`config.mk`:
```
export PLATFORM = sky130hd
export DESIGN_NAME = sva_stim_gen
export DESIGN_NICKNAME = d
export VERILOG_FILES = /design/src/rtl/sva_stim_gen.sv
export SDC_FILE = /design/constraint.sdc
export NUM_CORES = 1
export LEC_CHECK = 0
export CAP_MARGIN = 0
export CORE_UTILIZATION = 58
export DETAILED_ROUTE_END_ITERATION = 8
export PLACE_DENSITY = 0.94
export REMOVE_ABC_BUFFERS = 1
export SLEW_MARGIN = 0
export SYNTH_ARGS = -nofsm -noshare
export SYNTH_HDL_FRONTEND = slang
export SYNTH_SLANG_ARGS = --single-unit
export TNS_END_PERCENT = 10
```
`constraint.sdc`:
```
create_clock -name sys_clk -period 5.1 [get_ports sys_clk]
set_input_delay 0.765 -clock sys_clk [delete_from_list [all_inputs] [get_ports sys_clk]]
set_output_delay 0.765 -clock sys_clk [all_outputs]
set_load 0.005 [all_outputs]
```
`src/rtl/sva_stim_gen.sv`:
```
// sva_stim_gen: synthesises gclk/grst from sys_clk, plays a stored bit pattern on b
// and counts rising edges of the checker's succ/fail/lazy_succ verdicts.
module sva_stim_gen #(
    parameter int DEPTH     = 16,
    parameter int ADDR_W    = 4,
    parameter int HALF_W    = 8,
    parameter int RST_CYC   = 2,
    parameter int DRAIN_CYC = 2,
    parameter int CNT_W     = 16
) (
    input  logic              sys_clk,
    input  logic              sys_rst,
    input  logic              pat_wr_en,
    input  logic [ADDR_W-1:0] pat_wr_addr,
    input  logic              pat_wr_data,
    input  logic [ADDR_W:0]   pat_len,
    input  logic [HALF_W-1:0] half_period,
    input  logic              start,
    output logic              busy,
    output logic              done,
    output logic              gclk,
    output logic              grst,
    output logic              b,
    input  logic              succ,
    input  logic              fail,
    input  logic              lazy_succ,
    output logic [CNT_W-1:0]  succ_cnt,
    output logic [CNT_W-1:0]  fail_cnt,
    output logic [CNT_W-1:0]  lazy_cnt
);
    typedef enum logic [1:0] {IDLE, RESET, RUN, DRAIN} state_t;
    state_t state_q, state_d;
    logic mem [DEPTH];
    logic [HALF_W-1:0] hp_q, hc_q;
    logic [ADDR_W:0] len_q;
    logic [ADDR_W-1:0] idx_q;
    logic [7:0] pc_q;
    logic gclk_q, b_q, done_q;
    logic [2:0] v_q;
    logic [CNT_W-1:0] cnt_q [3];
    logic go, tick, fall, last_rst, last_run, last_drn;
    logic [2:0] v_i;
    assign v_i      = {lazy_succ, fail, succ};
    assign go       = state_q == IDLE && start;
    assign tick     = state_q != IDLE && hc_q == hp_q - HALF_W'(1);
    // A falling gclk edge closes one gclk period; all sequencing keys off it.
    assign fall     = tick && gclk_q;
    assign last_rst = fall && pc_q == 8'(RST_CYC - 1);
    assign last_run = fall && {1'b0, idx_q} == len_q - (ADDR_W+1)'(1);
    assign last_drn = fall && pc_q == 8'(DRAIN_CYC - 1);

    always_ff @(posedge sys_clk) begin
        if (pat_wr_en && state_q == IDLE) mem[pat_wr_addr] <= pat_wr_data;
    end

    always_ff @(posedge sys_clk) begin
        if (sys_rst) begin
            state_q <= IDLE;
            hp_q    <= HALF_W'(1);
            hc_q    <= '0;
            len_q   <= '0;
            idx_q   <= '0;
            pc_q    <= '0;
            gclk_q  <= 1'b0;
            b_q     <= 1'b0;
            done_q  <= 1'b0;
            v_q     <= '0;
            for (int i = 0; i < 3; i++) cnt_q[i] <= '0;
        end else begin
            state_q <= state_d;
            done_q  <= state_q == DRAIN && last_drn;
            hc_q    <= (state_q == IDLE || tick) ? '0 : hc_q + HALF_W'(1);
            gclk_q  <= state_q != IDLE && (gclk_q ^ tick);
            v_q     <= v_i;
            if (go) begin
                hp_q  <= half_period == '0 ? HALF_W'(1) : half_period;
                len_q <= pat_len > (ADDR_W+1)'(DEPTH) ? (ADDR_W+1)'(DEPTH) : pat_len;
                idx_q <= '0;
                pc_q  <= '0;
            end
            if (state_q == RESET && fall) begin
                pc_q <= last_rst ? 8'd0 : pc_q + 8'd1;
                if (last_rst) b_q <= len_q != '0 && mem[0];
            end
            if (state_q == RUN && fall) begin
                idx_q <= idx_q + ADDR_W'(1);
                b_q   <= !last_run && mem[idx_q + ADDR_W'(1)];
            end
            if (state_q == DRAIN && fall) pc_q <= pc_q + 8'd1;
            for (int i = 0; i < 3; i++)
                cnt_q[i] <= go ? '0 :
                            (state_q != IDLE && v_i[i] && !v_q[i] && !(&cnt_q[i])) ? cnt_q[i] + CNT_W'(1) :
                            cnt_q[i];
        end
    end

    always_comb begin
        state_d = state_q;
        case (state_q)
            IDLE:    state_d = start ? RESET : IDLE;
            RESET:   if (last_rst) state_d = len_q == '0 ? DRAIN : RUN;
            RUN:     if (last_run) state_d = DRAIN;
            DRAIN:   if (last_drn) state_d = IDLE;
            default: state_d = IDLE;
        endcase
    end

    always_comb begin
        busy     = state_q != IDLE;
        grst     = state_q == RESET;
        gclk     = gclk_q;
        b        = b_q;
        done     = done_q;
        succ_cnt = cnt_q[0];
        fail_cnt = cnt_q[1];
        lazy_cnt = cnt_q[2];
    end
endmodule
```
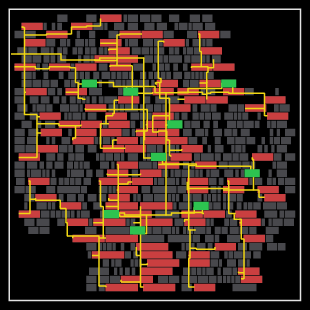
(images/clk_routes.png)
Scale: 3 px per µm.
Green shows clock drivers, count 9. Yellow shows clock wires, length 1,080 µm. Red shows flip-flops, count 105.
There are 10 routed clock nets. Position of the flops: widely spread.
clk_skew: 13.6 ps
power share of the clock group: 0.247

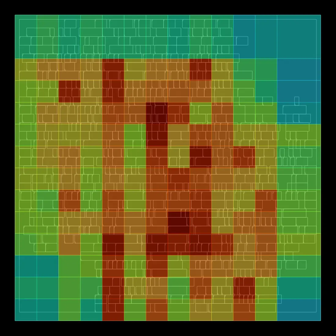
(images/congestion.png)
grt peak-use layer: met2
final core utilization: 0.718

==> results.sh <==
# implementation run metrics
export IMPL_common_cells="dfxtp_1 (89), nor2_1 (79), nand2_1 (49)"
export IMPL_post_cts_buffers=0
export IMPL_cts_clk_slew_worst_paths_ps=100
export IMPL_rr_worst_depth=12
export IMPL_max_freq_ghz=0.315
export IMPL_rrSetupSlack_ps=1930
export IMPL_reg2reg_from="hp_q[0]$_SDFFE_PP1P_"
export IMPL_synthArstFlopShare=0
export IMPL_run_status="finished, final reports clean"
export IMPL_cts_resized=0
export IMPL_synthesis_area_mm2=0.00519
export IMPL_top_cell="dfxtp_1"
export IMPL_critPathLaunch="hp_q[0]$_SDFFE_PP1P_"
export IMPL_power_density_mw_per_mm2=318
export IMPL_root_buffer="clkbuf_8"
export IMPL_cp_cell_sequence="inv_1 -> ha_1 -> nand2b_1 -> or4b_1 -> a22oi_1 -> nand4_1 -> nor2_1 -> ha_1 -> nand4_1 -> o31a_1 -> o21a_1 -> o21a_1"
export IMPL_ys_top_logic_family="simple AND/OR/NAND/NOR gates"
export IMPL_ant_nets=0
export IMPL_fp_util=0.598
export IMPL_clock_sinks=105
export IMPL_hold_buffers=0
export IMPL_relSlewSlack=0.502
export IMPL_crit_fanout=8
export IMPL_track_usage=0.283
export IMPL_ys_flop_type="dfxtp_1"
export IMPL_yosys_area_mm2=0.00519
export IMPL_clk_path_buf_depth=2
export IMPL_path_depth=12
export IMPL_syn_inst=574
export IMPL_synthMuxAreaShare=0.0275
export IMPL_power_mw=1.98
export IMPL_hold_class="reg2reg"
export IMPL_final_cells=762
export IMPL_worst_slack_ps=1930
export IMPL_worstHoldStart="len_q[1]$_SDFFE_PP0P_"
export IMPL_ys_flops=105
export IMPL_yosys_top_cells_area="dfxtp_1 (34%), edfxtp_1 (9.3%), xnor2_1 (6.9%)"
export IMPL_hpwl_um=8790
export IMPL_cpLargestDelayFamily="simple AND/OR/NAND/NOR gates"
export IMPL_crit_path_end_kind="register"
export IMPL_rsz0062_at_grt="false"
export IMPL_path_class="reg2reg"
export IMPL_hold_path_depth=2
export IMPL_die_y_um=96.6
export IMPL_place_congestion=0.868
export IMPL_setup_viol=0
export IMPL_use_met1=0.356
export IMPL_holdPathEnd="len_q[1]$_SDFFE_PP0P_"
export IMPL_drc=0
export IMPL_critical_path_required_ps=5380
export IMPL_antenna_found_initial=0
export IMPL_critPathCapture="state_q[0]$_SDFFE_PP0P_"
export IMPL_place_inst=746
export IMPL_post_drt_wl_per_cell_um=16.5
export IMPL_drt_iter0_markers=286
export IMPL_core_area_mm2=0.00868
export IMPL_slew_violations=0
export IMPL_io_pins=78
export IMPL_cp_start_kind="register"
export IMPL_finalSetupTns_ps=0
export IMPL_stdcell_area_mm2=0.00623
export IMPL_peakVddDrop_v=0.000177
export IMPL_slowest_stage="or4b_1"
export IMPL_syn2layout_area_growth_pct=20.1
export IMPL_place_ws_ps=2000
export IMPL_p_leak_nw=2.13
export IMPL_ys_sh_xor=0.116
export IMPL_dr_total_vias=4631
export IMPL_grt_use_met2=0.474
export IMPL_finalClockPeriodUsage=0.622
export IMPL_grt_overflow=0
export IMPL_drt_first_pass_iters=5
export IMPL_fp_dieW_um=96.6
export IMPL_drive_gt1_frac=0.0428
export IMPL_worst_path_buf_inv=1
export IMPL_die_area_mm2=0.00933
export IMPL_use_met3=0.0634
export IMPL_hold_viol=0
export IMPL_cts_htree_levels=3
export IMPL_ys_sh_aoi=0.0899
export IMPL_grt_pass1_vias=4390
export IMPL_clk_latency_ps=380
export IMPL_finalNetCount=688
export IMPL_yosysCellCount=574
export IMPL_grt_max_degree=32
export IMPL_grt_pass1_wl_um=20400
export IMPL_top_area_frac=0.343
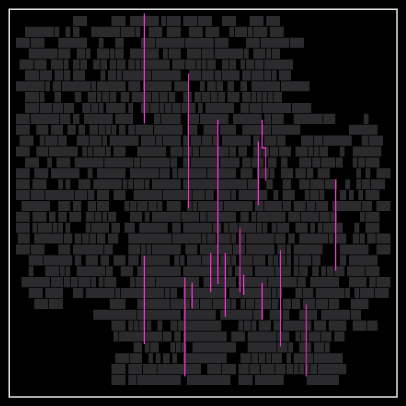
(images/layer_met4.png)
Scale: 4 px per µm. Cells faint in the background.
15 nets have wire on it. The layer carries 304 µm of wire. The wires run mostly vertical. The layer holds 2.4% of the routed length.

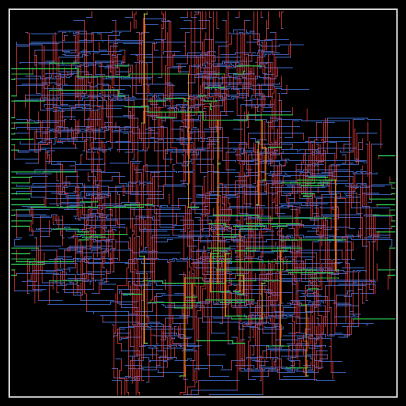
(images/wires.png)
Scale: 4 px per µm.
Green shows metal 3, wire length 788 µm. Orange shows metal 4, wire length 304 µm. Blue shows metal 1, wire length 5,320 µm. Red shows metal 2, wire length 6,170 µm.

-- where the power goes --
group / internal (mW) / leakage (nW) / switching (mW) / total, mW
clock: 0.189 / 0.0955 / 0.301 / 0.490
combinational: 0.212 / 1.17 / 0.350 / 0.561
sequential: 0.882 / 0.864 / 0.0507 / 0.933
-- flip-flops by register name (all words and copies together), names as in the netlist --
name	count
mem	16
v_q	3
state_q	2
hp_q	8
len_q	5
hc_q	8
done	1
b	1
cnt_q	48
pc_q	8
gclk	1
idx_q	4
-- cell type report --
class | instances | area (µm²)
clock inverters | 6 | 53.8
multi-input cells | 438 | 2810
clock buffers | 10 | 128
repair buffers | 79 | 786
fillers | 616 | 2440
inverters | 16 | 60.1
well taps | 108 | 135
flip-flops and latches | 105 | 2260
-- metal layers --
metal | wire length, µm | vias to the layer above
li1 | - | 2199
met1 | 5320 | 2196
met2 | 6170 | 202
met3 | 788 | 34
met4 | 303 | 0
met5 | 0 | -
-- cell usage in the layout (no fill, tap or decap), types with 4 or more instances in the layout --
cell	count
o21ai_0	15
nor3b_1	7
nand4_1	18
nand3_1	24
o211ai_1	4
xor2_1	25
nand2b_1	7
nor4_1	7
or3_1	7
nor2_1	79
clkbuf_8	9
o21a_1	6
and2_1	7
mux4_2	5
a21oi_1	25
and4_1	7
dfxtp_1	89
xnor2_1	41
clkdlybuf4s50_1	77
a31oi_1	4
nand3b_1	5
inv_1	16
nor3_1	23
and3_1	19
edfxtp_1	16
ha_1	14
nand2_1	49
-- logic make-up after synthesis --
family          Yosys count
simple gates            275
mux                       8
compound gates           74
buf+inv                  31
fa+ha+maj                14
xor+xnor                 67
flops                   105
Power figures rest on the tool's default switching activity, not on a simulated workload.
